==> images/util_map.png <==
Bar = 20 µm. The die is cut into 7 by 7 equal tiles; dark blue is low, red is high, 0 to 100% covered.
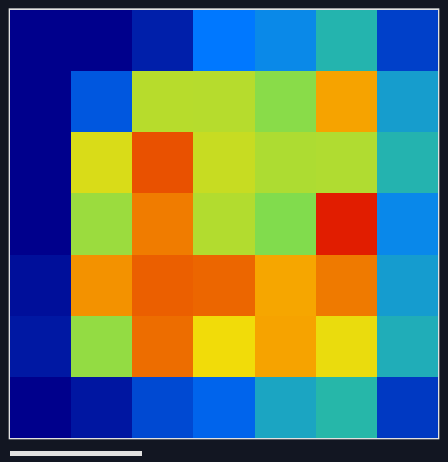
==> images/clock_wires.png <==
Bar = 20 µm.
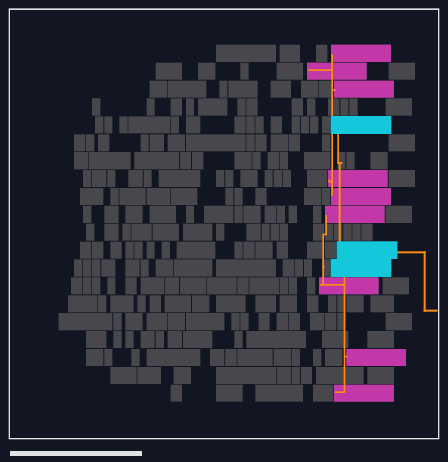
==> images/class_map.png <==
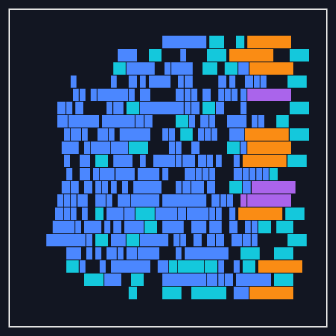
==> images/clock_nets.png <==
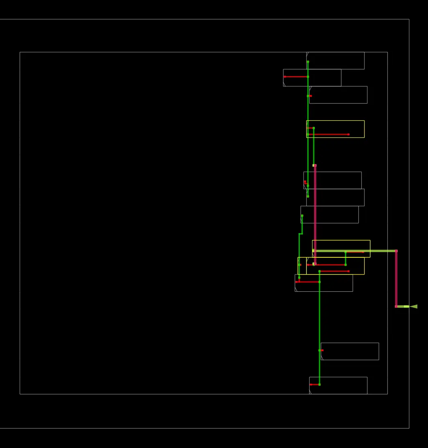
==> images/route_heat.png <==
The die is cut into 13 by 13 equal tiles; dark blue is low, red is high, scaled to the fullest tile. Values are wire area over tile area, all layers added.
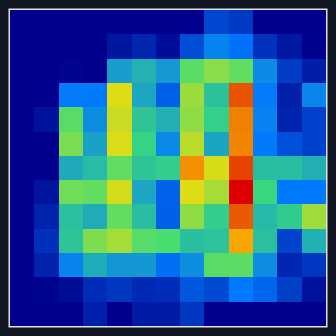
<file path="src/rtl/air_conditioning_ctrl.sv">
// air_conditioning_ctrl
//   Step controller for room temperature. On every clock it compares the
//   measured temperature with the setpoint. It then registers a command that
//   is one STEP closer to the setpoint, and it never overshoots the setpoint.
//   When the command is fed back as temp, the room converges on ideal.
//
// Parameters:
//   WIDTH    - width of temp / ideal / out_temp (unsigned)
//   STEP     - temperature change per clock (1..2^WIDTH-1)
//   DEADBAND - no correction while |temp - ideal| <= DEADBAND
//
// Ports:
//   clk      - rising-edge clock
//   rst_n    - asynchronous active-low reset
//   temp     - measured temperature
//   ideal    - target setpoint
//   out_temp - registered next temperature command
//   heating  - registered: last update raised the temperature
//   cooling  - registered: last update lowered the temperature
//   settled  - registered: last update found temp inside the deadband
module air_conditioning_ctrl #(
  parameter int WIDTH    = 6,
  parameter int STEP     = 1,
  parameter int DEADBAND = 0
) (
  input  logic             clk,
  input  logic             rst_n,
  input  logic [WIDTH-1:0] temp,
  input  logic [WIDTH-1:0] ideal,
  output logic [WIDTH-1:0] out_temp,
  output logic             heating,
  output logic             cooling,
  output logic             settled
);

  localparam logic [WIDTH-1:0] STEP_N  = WIDTH'(STEP);
  localparam logic [WIDTH:0]   STEP_W  = (WIDTH+1)'(STEP);
  localparam logic [WIDTH:0]   DBAND_W = (WIDTH+1)'(DEADBAND);

  logic [WIDTH-1:0] out_temp_d, out_temp_q;
  logic             heating_d, heating_q;
  logic             cooling_d, cooling_q;
  logic             settled_d, settled_q;
  logic [WIDTH:0]   diff;

  always_comb begin
    out_temp_d = temp;
    heating_d  = 1'b0;
    cooling_d  = 1'b0;
    settled_d  = 1'b0;

    // The extra bit makes the subtraction unable to wrap.
    if (temp >= ideal) diff = {1'b0, temp} - {1'b0, ideal};
    else               diff = {1'b0, ideal} - {1'b0, temp};

    if (diff <= DBAND_W) begin
      settled_d = 1'b1;
    end else if (temp < ideal) begin
      heating_d = 1'b1;
      // The step is taken only while it stays short of ideal. This means the
      // sum stays at or below ideal and cannot overflow.
      out_temp_d = (diff > STEP_W) ? temp + STEP_N : ideal;
    end else begin
      cooling_d = 1'b1;
      out_temp_d = (diff > STEP_W) ? temp - STEP_N : ideal;
    end
  end

  always_ff @(posedge clk or negedge rst_n) begin
    if (!rst_n) begin
      out_temp_q <= '0;
      heating_q  <= 1'b0;
      cooling_q  <= 1'b0;
      settled_q  <= 1'b0;
    end else begin
      out_temp_q <= out_temp_d;
      heating_q  <= heating_d;
      cooling_q  <= cooling_d;
      settled_q  <= settled_d;
    end
  end

  assign out_temp = out_temp_q;
  assign heating  = heating_q;
  assign cooling  = cooling_q;
  assign settled  = settled_q;

endmodule

</file>
<file path="config.mk">
export PLATFORM = sky130hd
export DESIGN_NAME = air_conditioning_ctrl
export DESIGN_NICKNAME = d
export VERILOG_FILES = /design/src/rtl/air_conditioning_ctrl.sv
export SDC_FILE = /design/constraint.sdc
export NUM_CORES = 1
export LEC_CHECK = 0
export ABC_AREA = 1
export CAP_MARGIN = 10
export CORE_MARGIN = 3
export CORE_UTILIZATION = 36
export CTS_BUF_LIST = sky130_fd_sc_hd__clkbuf_16
export DETAILED_ROUTE_END_ITERATION = 8
export GPL_TIMING_DRIVEN = 0
export PLACE_DENSITY = 0.68
export SLEW_MARGIN = 40
export SYNTH_ARGS = -nofsm -noshare
export SYNTH_HDL_FRONTEND = slang
export SYNTH_SLANG_ARGS = --single-unit
</file>
<file path="constraint.sdc">
create_clock -name clk -period 0.8 [get_ports clk]
set_input_delay 0.08 -clock clk [delete_from_list [all_inputs] [get_ports clk]]
set_output_delay 0.08 -clock clk [all_outputs]
set_load 0.02 [all_outputs]
</file>
==> flow_metrics.tcl <==
# yosys + openroad results
set metrics [dict create \
    areaGrowthSynthToFinish_pct 59.1 \
    crit_chain "buf_12, inv_16, ha_4, inv_4, fa_2, inv_2, buf_4, o21ai_2, nand2_1, nand2_1, nand2_2, inv_2, nand3_4, nand2_4, buf_4, o21ai_2, inv_1" \
    initCoreUtil 0.395 \
    fmax_mhz 599 \
    path_class "in2reg" \
    placed_area_mm2 0.00161 \
    period_minus_slack_ns 1.67 \
    synth.largest_area_cell "nand2_1" \
    hp-class "in2async" \
    hold_slack_ns 0.137 \
    sh_comb_area 0.544 \
    path_clk_slew_ns 0.04 \
    buf_share 0.200 \
    cpLargestDelayFamily "buffers and inverters" \
    synth_warnings 0 \
    fillers 297 \
    cp-end-kind "flop" \
    avgSynthCellArea_um2 6.38 \
    violations "negative setup slack" \
    cts_tree "built" \
    cts.hold.buffers_added 0 \
    yosys-top-cells-count "66 x nand2_1, 33 x inv_1, 31 x nand3_1" \
    drtIter0Drc 71 \
    syn-num-nets 227 \
    ys_sh_simple 0.439 \
    hpwlAfterDp_um 2380 \
    grt-ovfl-total 0 \
    htree_levels 1 \
    routed_via_density 4.78 \
    gp_congestion 0.793 \
    ys_chip_area_mm2 0.00126 \
    comb.multi_input.count 150 \
    ys_top_cells_by_area "nand2_1 20%, dfrtp_1 18%, ha_1 14%" \
    warnings 36 \
    final-seq-area_um2 225 \
    cap_violations 0 \
    clkCellAreaFrac 0.0394 \
    dp.cells 263 \
    period_used_share 2.09 \
    synth.distinct_cells 25 \
    outcome "complete, but fails checks" \
    clock-root-buffer "clkbuf_16" \
    first_pass_iters 4 \
    antenna_found_initial 0 \
    layout.cells.non_filler 285 \
    io_pins 23 \
    nNetsFinal 272 \
    logic_area_mm2 0.00109 \
    synth-edff-count 0 \
    cts_max_path_buffers 2 \
    flop_cell "dfrtp_1" \
    setup_tns_ns -7.25 \
    final_antenna_net_count 0 \
    drc 0 \
    synth_top_cell_by_count "nand2_1" \
    critPathMaxFanout 5 \
    start_kind "input port" \
    portBuffers 22 \
    power.leakage_nw 1.01 \
    xor_share 0.00697 \
    vdd_ir_drop_max_v 0.000508 \
    grt_pass1_wl_um 6020 \
    crit_arrival_ns 1.79 \
    async_reset_ff_frac 1.00 \
    grt_max_degree 11 \
    ys_seq_frac 0.179 \
    final_max_slew_viol_count 0 \
    ys_ff 9 \
    routed_wirelength_um 3370 \
    chipArea_mm2 0.00423 \
    cp_slowest_cell "fa_2" \
    netlist_instances 197 \
    yosys.area_share.aoi 0.0757 \
    fp.dieH_um 65.1 \
    rsz0062_at_grt "yes" \
    power_density_mw_per_mm2 1380 \
    signal_buffers 44 \
    crit_required_ns 0.92 \
    top_cell_area_share 0.197 \
    n_all_inverters 34 \
    antenna_cells 0 \
    drive_gt1_frac 0.419 \
    well_tap_count 44 \
    die_w_um 65.1 \
    fin_ws_ns -0.869 \
    crit_buf_inv 8 \
    ys_top_logic_family "simple AND/OR/NAND/NOR gates" \
    tightestPinTransition_ns 0.382 \
    mux_share 0 \
    max_stage_delay_ns 0.38 \
    synth_area_mm2 0.00126 \
    finalHoldViolations 0 \
    dominant_cells "logic gates" \
    grt_pass1_vias 1324 \
    yosys_cells 197 \
    setup_viol 17 \
    slew_headroom 0.744 \
    ys_sh_adder 0.171 \
]
Back to the opening pictures, util_map.png:
The mean over all tiles is 46%. 12% of the tiles are nearly empty. The densest ninth of the die: center. 22% of the tiles are over 75% full. The fullest tile reaches 97%. The emptiest ninth of the die: north-west.

Back to the opening pictures, clock_wires.png:
Key: clock-net drivers = cyan [count 3]; clock wires = orange [length 130 µm]; flip-flops = magenta [count 9]
There are 4 routed clock nets.
Clock Power Share: 0.310
Clk. pwr: 856 µW

Back to the opening pictures, class_map.png:
Key: remaining buffers and delay cells = cyan [cells 44, share of their area 21%]; clock drivers and dummy loads = purple [cells 4, share of their area 4.1%]; sequential cells = orange [cells 9, share of their area 12%]; remaining logic cells = blue [cells 184, share of their area 64%]
Seq area share: 0.113
Layout Utilization: 0.629
row count: 20
core area: 0.00318 mm²
post-route cell area: 0.00200 mm²

Back to the opening pictures, clock_nets.png:
total CTS buffers: 3
CLK BUF: 3
seq_cells: 9
clk sinks: 9

Back to the opening pictures, route_heat.png:
The mean over all tiles is 0.12. The emptiest ninth of the die: north-west. The densest ninth of the die: center. 25% of the tiles are nearly empty.
GRT Util Overall: 0.178
routed via count: 1,362
Wirelength per Cell: 11.8 µm

-- cells in the final DEF (no fill, tap or decap), drive strengths merged --
master,instances
nand2,70
inv,35
buf,35
nand3,34
ha,14
a21oi,11
dfrtp,9
nor2,8
clkbuf,6
nand3b,3
clkdlybuf4s15,3
o21ai,2
nor3,2
fa,2
dlygate4sd2,2
o211ai,1
a21boi,1
nand4,1
xnor2,1
clkdlybuf4s50,1
-- power breakdown --
group          switching (mW)  internal [mW]  total, mW
clock network           0.204          0.652      0.856
registers              0.0309          0.522      0.553
logic                   0.753          0.600       1.35
-- repair_timing --
item,in CTS,in global routing
gates resized,131,18
pin swaps,22,19
buffers inserted,11,5
endpoints found under the hold margin,0,0
setup endpoints to repair,18,18
cloned,2,0
-- worst paths after layout --
check | end | depth (start not counted) | slack, ns | startpoint
max in group asynchronous | out_temp[5]$_DFF_PN0_ | 1 | 0.39 | rst_n
min in group clk | out_temp[4]$_DFF_PN0_ | 3 | 0.16 | temp[4]
max | out_temp[0]$_DFF_PN0_ | 17 | -0.87 | temp[0]
min | out_temp[2]$_DFF_PN0_ | 1 | 0.14 | rst_n
-- routing by layer --
layer / wire length (µm) / share of wire / vias to the layer above / track usage
met2: 1770 / 0.53 / 24 / 0.318
met1: 1430 / 0.42 / 617 / 0.218
li1: - / - / 712 / -
met3: 98 / 0.029 / 9 / 0.0156
met5: 0 / 0 / - / 0
met4: 69 / 0.020 / 0 / 0.0699
-- per-stage QoR --
step                power (mW)  setup WS (ns)
detailed placement        1.63          -1.91
floorplan                 1.27         -0.865
global placement          1.62          -1.92
CTS                       2.68         -0.858
finish                    2.76         -0.869
global route              2.96         -0.970
-- flip-flops by register name, indices dropped and copies added (netlist names) --
register / flops
heating: 1
cooling: 1
settled: 1
out_temp: 6
No activity file was given, so power comes from the tool's default toggle rates.
